### src/rtl/avg_upsample_pkg.sv
// Shared types and helpers for the 2x2 average upsampler.
// Rounding mode of the kernel is selected by AVG_UPSAMPLE_ROUND_EN.
package avg_upsample_pkg;

    typedef enum logic {LOAD, EMIT} ups_state_t;

    localparam int unsigned SUM_PAD = 2;

    // log2 of the number of pooled pixels covering output (r,c) of an (n+1)x(n+1) map
    function automatic logic [1:0] contrib_shift(input int unsigned r, input int unsigned c,
                                                 input int unsigned n);
        logic r_edge;
        logic c_edge;
        r_edge = (r == 0) || (r == n);
        c_edge = (c == 0) || (c == n);
        case ({r_edge, c_edge})
            2'b11:   return 2'd0;
            2'b00:   return 2'd2;
            default: return 2'd1;
        endcase
    endfunction

endpackage

### src/rtl/ups_kernel.sv
// Combinational average of up to four masked pooled pixels.
// AVG_UPSAMPLE_ROUND_EN selects round-half-up, otherwise the sum is truncated.
module ups_kernel
    import avg_upsample_pkg::*;
#(
    parameter int unsigned DATA_W = 8
) (
    input  logic [3:0][DATA_W-1:0] px,
    input  logic [1:0]             shift,
    output logic [DATA_W-1:0]      avg_c
);

    localparam int unsigned SUM_W = DATA_W + SUM_PAD;

    logic [SUM_W-1:0] sum;
    logic [SUM_W-1:0] sum_adj;
`ifdef AVG_UPSAMPLE_ROUND_EN
    logic [SUM_W-1:0] rnd;
`endif

    always_comb begin
        sum = SUM_W'(px[0]) + SUM_W'(px[1]) + SUM_W'(px[2]) + SUM_W'(px[3]);
`ifdef AVG_UPSAMPLE_ROUND_EN
        // half of K, so the shift rounds half up; K=1 adds nothing
        case (shift)
            2'd1:    rnd = SUM_W'(1);
            2'd2:    rnd = SUM_W'(2);
            default: rnd = '0;
        endcase
        sum_adj = sum + rnd;
`else
        sum_adj = sum;
`endif
        avg_c = DATA_W'(sum_adj >> shift);
    end

endmodule

### src/rtl/avg_upsample.sv
// Streaming N x N -> (N+1) x (N+1) upsampler inverting overlapping 2x2 average pooling.
// Optional round-half-up averaging via AVG_UPSAMPLE_ROUND_EN (default: truncate).
module avg_upsample
    import avg_upsample_pkg::*;
#(
    parameter int unsigned N      = 2,
    parameter int unsigned DATA_W = 8
) (
    input  logic              clk,
    input  logic              rst,
    input  logic              s_valid,
    output logic              s_ready,
    input  logic [DATA_W-1:0] s_data,
    output logic              m_valid,
    input  logic              m_ready,
    output logic [DATA_W-1:0] m_data,
    output logic              m_last
);

    localparam int unsigned IDX_W = $clog2(N + 1);
    localparam int unsigned AW    = $clog2(N);
    localparam logic [IDX_W-1:0] OUT_LAST = IDX_W'(N);
    localparam logic [IDX_W-1:0] IN_LAST  = IDX_W'(N - 1);

    ups_state_t        state;
    logic [IDX_W-1:0]  irow, icol, orow, ocol;
    logic [IDX_W-1:0]  krow, kcol;
    logic [DATA_W-1:0] p [N][N];

    logic                   r_lo_ok, r_hi_ok, c_lo_ok, c_hi_ok;
    logic [AW-1:0]          ri_lo, ri_hi, ci_lo, ci_hi;
    logic [3:0][DATA_W-1:0] taps;
    logic [1:0]             shift;
    logic [DATA_W-1:0]      kern_c;

    // Position of the pixel to be registered next: (0,0) while loading, else the successor of (orow,ocol)
    always_comb begin
        krow = '0;
        kcol = '0;
        if (state == EMIT) begin
            if (ocol == OUT_LAST) begin
                krow = orow + IDX_W'(1);
                kcol = '0;
            end else begin
                krow = orow;
                kcol = ocol + IDX_W'(1);
            end
        end
    end

    // Gather the up-to-four covering pooled pixels, zeroing those outside the map
    always_comb begin
        r_lo_ok = (krow != '0);
        r_hi_ok = (krow != OUT_LAST);
        c_lo_ok = (kcol != '0);
        c_hi_ok = (kcol != OUT_LAST);
        ri_lo   = r_lo_ok ? AW'(krow - IDX_W'(1)) : '0;
        ri_hi   = r_hi_ok ? AW'(krow) : '0;
        ci_lo   = c_lo_ok ? AW'(kcol - IDX_W'(1)) : '0;
        ci_hi   = c_hi_ok ? AW'(kcol) : '0;
        taps[0] = (r_lo_ok && c_lo_ok) ? p[ri_lo][ci_lo] : '0;
        taps[1] = (r_lo_ok && c_hi_ok) ? p[ri_lo][ci_hi] : '0;
        taps[2] = (r_hi_ok && c_lo_ok) ? p[ri_hi][ci_lo] : '0;
        taps[3] = (r_hi_ok && c_hi_ok) ? p[ri_hi][ci_hi] : '0;
        shift   = contrib_shift(32'(krow), 32'(kcol), N);
    end

    ups_kernel #(.DATA_W(DATA_W)) u_kernel (
        .px    (taps),
        .shift (shift),
        .avg_c (kern_c)
    );

    // Frame buffer is not reset: a partial frame is simply overwritten by the next one
    always_ff @(posedge clk) begin
        if (state == LOAD && s_valid && s_ready) begin
            p[AW'(irow)][AW'(icol)] <= s_data;
        end
    end

    always_ff @(posedge clk or posedge rst) begin
        if (rst) begin
            state   <= LOAD;
            irow    <= '0;
            icol    <= '0;
            orow    <= '0;
            ocol    <= '0;
            s_ready <= 1'b0;
            m_valid <= 1'b0;
            m_data  <= '0;
            m_last  <= 1'b0;
        end else begin
            case (state)
                LOAD: begin
                    s_ready <= 1'b1;
                    if (s_valid && s_ready) begin
                        if (icol == IN_LAST) begin
                            icol <= '0;
                            if (irow == IN_LAST) begin
                                irow    <= '0;
                                state   <= EMIT;
                                s_ready <= 1'b0;
                                m_valid <= 1'b1;
                                m_data  <= kern_c;
                                m_last  <= 1'b0;
                            end else begin
                                irow <= irow + IDX_W'(1);
                            end
                        end else begin
                            icol <= icol + IDX_W'(1);
                        end
                    end
                end
                EMIT: begin
                    if (m_ready) begin
                        if (m_last) begin
                            state   <= LOAD;
                            orow    <= '0;
                            ocol    <= '0;
                            m_valid <= 1'b0;
                            m_last  <= 1'b0;
                            s_ready <= 1'b1;
                        end else begin
                            orow   <= krow;
                            ocol   <= kcol;
                            m_data <= kern_c;
                            m_last <= (krow == OUT_LAST) && (kcol == OUT_LAST);
                        end
                    end
                end
                default: state <= LOAD;
            endcase
        end
    end

endmodule
### config.mk
export PLATFORM = sky130hd
export DESIGN_NAME = avg_upsample
export DESIGN_NICKNAME = d
export VERILOG_FILES = /design/src/rtl/avg_upsample_pkg.sv /design/src/rtl/ups_kernel.sv /design/src/rtl/avg_upsample.sv
export SDC_FILE = /design/constraint.sdc
export NUM_CORES = 1
export LEC_CHECK = 0
export ABC_AREA = 1
export CAP_MARGIN = 20
export CORE_MARGIN = 2
export CORE_UTILIZATION = 40
export DETAILED_ROUTE_END_ITERATION = 10
export HOLD_SLACK_MARGIN = 0.05
export PLACE_DENSITY = 0.69
export SETUP_SLACK_MARGIN = 0.3
export SLEW_MARGIN = 25
export SYNTH_ARGS = -nofsm -noshare
export SYNTH_HDL_FRONTEND = slang
export SYNTH_SLANG_ARGS = --single-unit
### constraint.sdc
create_clock -name clk -period 4.2 [get_ports clk]
set_input_delay 0.84 -clock clk [delete_from_list [all_inputs] [get_ports clk]]
set_output_delay 0.84 -clock clk [all_outputs]
set_load 0.01 [all_outputs]
Routed metal, one colour a layer:
Drawn at 4 px/um. Only two layers are drawn.
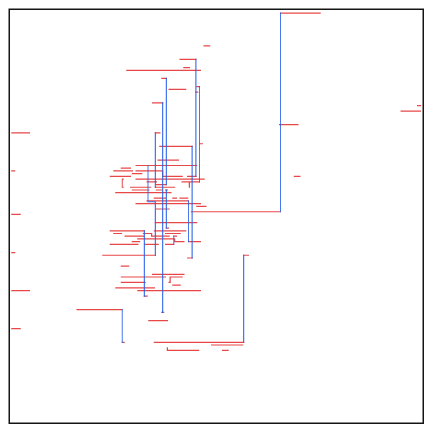
- M3: red (wire length 453 um)
- M4: blue (wire length 315 um)
Routed WL: 10.5 mm
Routed wire per std cell: 14.4 um
Total Routing Usage GR: 19.2%
routed vias: 3863

Wiring heat map:
Drawn at 4 px/um. The die is cut into 21 by 21 equal tiles; dark blue is low, red is high, scaled to the fullest tile. Values are wire area over tile area, all layers added.
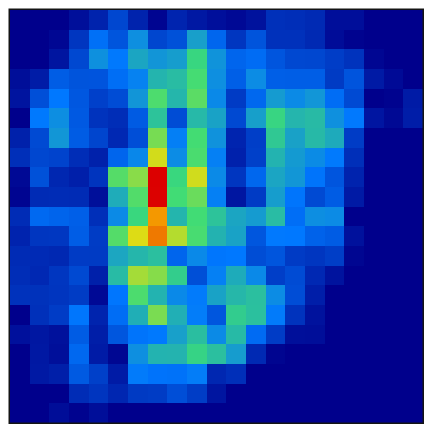
- tiles over half the peak: 5.9%
- fullest tile: 0.92
- emptiest ninth of the die: lower right
- mean over tiles: 0.16

==> flow_metrics.py <==
# Metrics from the implementation run
metrics = {
    "status": {
        "status": "complete, but fails checks",
        "violations": "setup timing",
    },
    "placement": {
        "place_inst": 691,
        "gp_congestion": 0.886,
        "place_area_um2": 4520,
    },
    "final_timing": {
        "fin_ws_ps": -94.4,
        "rsz0062_at_grt": "true",
        "max_freq_ghz": 0.233,
        "hold_violations": 0,
        "finalSetupViolations": 5,
        "maxSlewHeadroom_pct": 48.3,
        "finalCritPeriodShare_pct": 102,
    },
    "logic_synthesis": {
        "edf_count": 32,
        "top_area_share_pct": 24.4,
        "topCellsByArea": "edfxtp_1 24%, nand2_1 13%, dfrtp_1 13%",
        "top_cell": "nand2_1",
        "yosysWarnings": 0,
        "synth-async-reset-ratio_pct": 38.5,
        "flop_cell": "edfxtp_1",
        "syn_area_um2": 3930,
        "synthTopCellsByCount": "140 x nand2_1, 69 x nand3_1, 63 x inv_1",
        "numSynthFlops": 52,
        "ys_area_um2": 3930,
        "yosysCellCount": 524,
        "syn_area_per_cell_um2": 7.50,
    },
    "grt": {
        "grt_overflow": 0,
        "grt_first_pass_wirelength_mm": 16.3,
        "antenna_found_initial": 0,
        "grt_pass1_vias": 3636,
    },
    "run": {
        "warnings": 29,
    },
    "setup_path": {
        "crit_fanout": 7,
        "end_kind": "flop",
        "critical_path_class": "reg -> reg",
        "critPathLaunchType": "flop",
        "required_ps": 4460,
        "slowest_delay_ps": 550,
    },
    "clocking": {
        "clock_path_buffers": 2,
        "cts-buffers-inserted": 5,
        "cts.reportedPaths.clkPinSlew_ps": 100,
        "clk_latency_ps": 310,
        "cts_tree": "done",
        "cts.sinks": 52,
    },
    "cells_and_area": {
        "area_growth_pct": 34.7,
        "fillers": 856,
        "fin_util_pct": 54.9,
        "finalNetCount": 632,
        "n_antenna_cell": 0,
        "postLayoutCellArea_um2": 5300,
        "drive_gt1_share_pct": 26.6,
    },
    "die": {
        "die_height_um": 103,
        "fp_util_pct": 40.8,
    },
    "routing": {
        "postRouteAntennaNets": 0,
        "drc": 0,
        "drt_iter0_drc": 296,
    },
}
Cell placement:
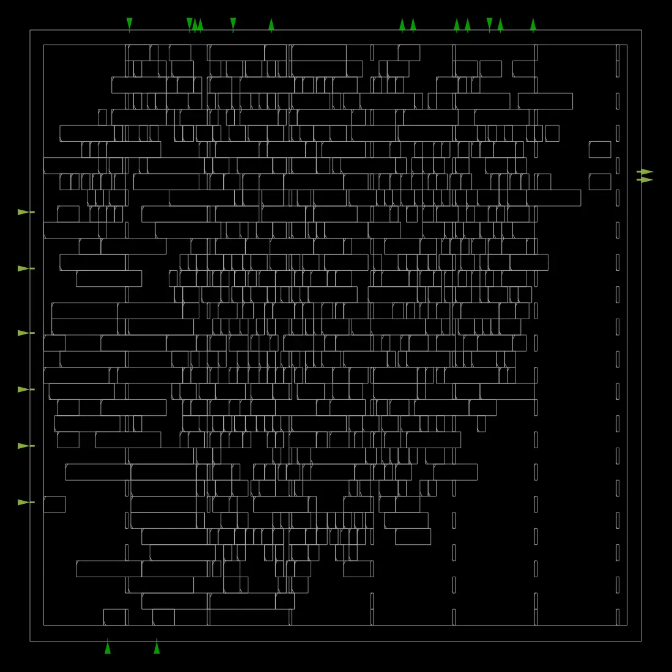
Taps Inserted: 133
Flops: 52
row cnt: 36
Seq/total area: 27.6%

Register map, names as in the netlist:
Drawn at 6 px/um. Other sequential cells in the stronger grey, the rest of the logic in the fainter grey.
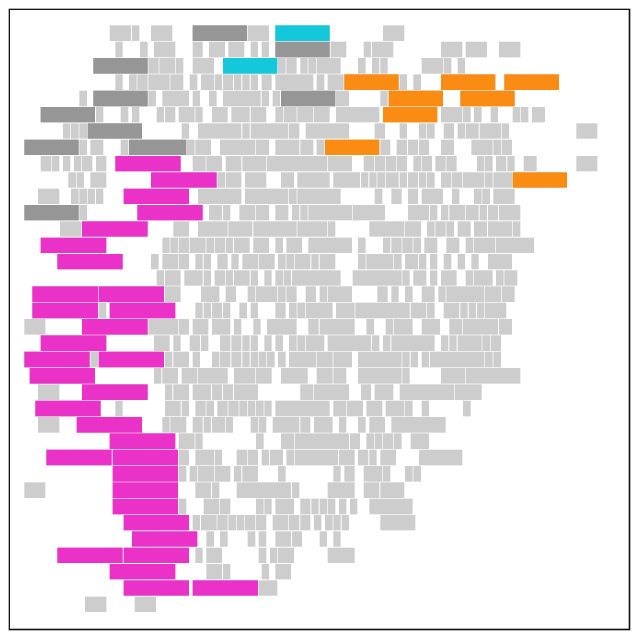
- `m_data`: orange (sequential cells 8)
- `orow`: cyan (sequential cells 2)
- `p`: magenta (sequential cells 32)
- not coloured: 10

-- cells in the final DEF (no fill, tap or decap), types with 9 or more instances in the layout --
cell and n:
clkdlybuf4s50_1 22, nand2_1 123, inv_2 15, nand2_2 13, nand3_1 54, dfrtp_1 19
a21oi_1 9, o211ai_1 26, edfxtp_1 32, nor2_2 9, nand3_2 13, inv_1 55
ha_1 9, nor2_1 49, buf_4 37
-- routing by layer --
| metal | up-vias | global-route usage [%] | part of all wire, % |
|---|---|---|---|
| met5 | - | 0 | 0 |
| met4 | 0 | 6.58 | 3.0 |
| met3 | 31 | 2.71 | 4.3 |
| met2 | 139 | 32.4 | 51 |
| met1 | 1825 | 25.3 | 42 |
| li1 | 1868 | - | - |
-- cell type report --
cell class	instances	area (um^2)	share of cell area, %
Clock buffer	6	72.6	1.37
Clock inverter	2	16.3	0.307
Inverter	72	275	5.20
Multi-Input combinational cell	386	2520	47.5
Sequential cell	52	1460	27.6
Tap cell	133	166	3.14
Timing Repair Buffer	76	787	14.9
-- registers in the layout, indices dropped and copies added (netlist names) --
register,cells
ocol,2
m_data,8
m_last,1
icol,2
p,32
orow,2
m_valid,1
s_ready,1
state,1
irow,2
-- worst paths after layout --
kind / cells after the start / startpoint / slack, ps / end
max in group asynchronous: 2 / rst / 2710 / state
hold reg to reg: 2 / m_data[5] / 490 / m_data[5]
setup reg to reg: 29 / ocol[0] / -90 / m_data[5]
min in group asynchronous: 2 / rst / 960 / s_ready
hold / removal: 2 / m_data[5] / 490 / m_data[5]
setup / recovery: 29 / ocol[0] / -90 / m_data[5]
-- worst max-delay path, delay by kind of cell (launching register included) --
kind / cells / cell delay (ps)
AOI/OAI and AO/OA: 5 / 670
and+or+nand+nor: 13 / 1010
DFF: 1 / 400
adders and majority gates: 3 / 1140
xor gates and xnor gates: 1 / 130
buffers and inverters: 7 / 870
-- through the flow --
step / hold slack [ps] / setup slack [ps]
finish: 488 / -94.4
global route: 516 / -383
CTS: 494 / -38.6
detailed placement: 469 / -198
global placement: 467 / -104
floorplan: 463 / 122
-- kinds of logic after synthesis --
family	share of synthesized area, %
buffers and inverters	8.62
XOR/XNOR	1.97
adder cells (fa/ha/maj)	10.5
AND-OR/OR-AND	10.4
AND/OR/NAND/NOR	31.3
flip-flops	37.2
-- timing repair --
action,CTS,global route
pin swaps,38,34
hold endpoints to repair,0,0
buffers inserted,16,10
hold buffers,0,0
cloned,0,2
gates resized,47,44
endpoints found under the setup margin,8,8
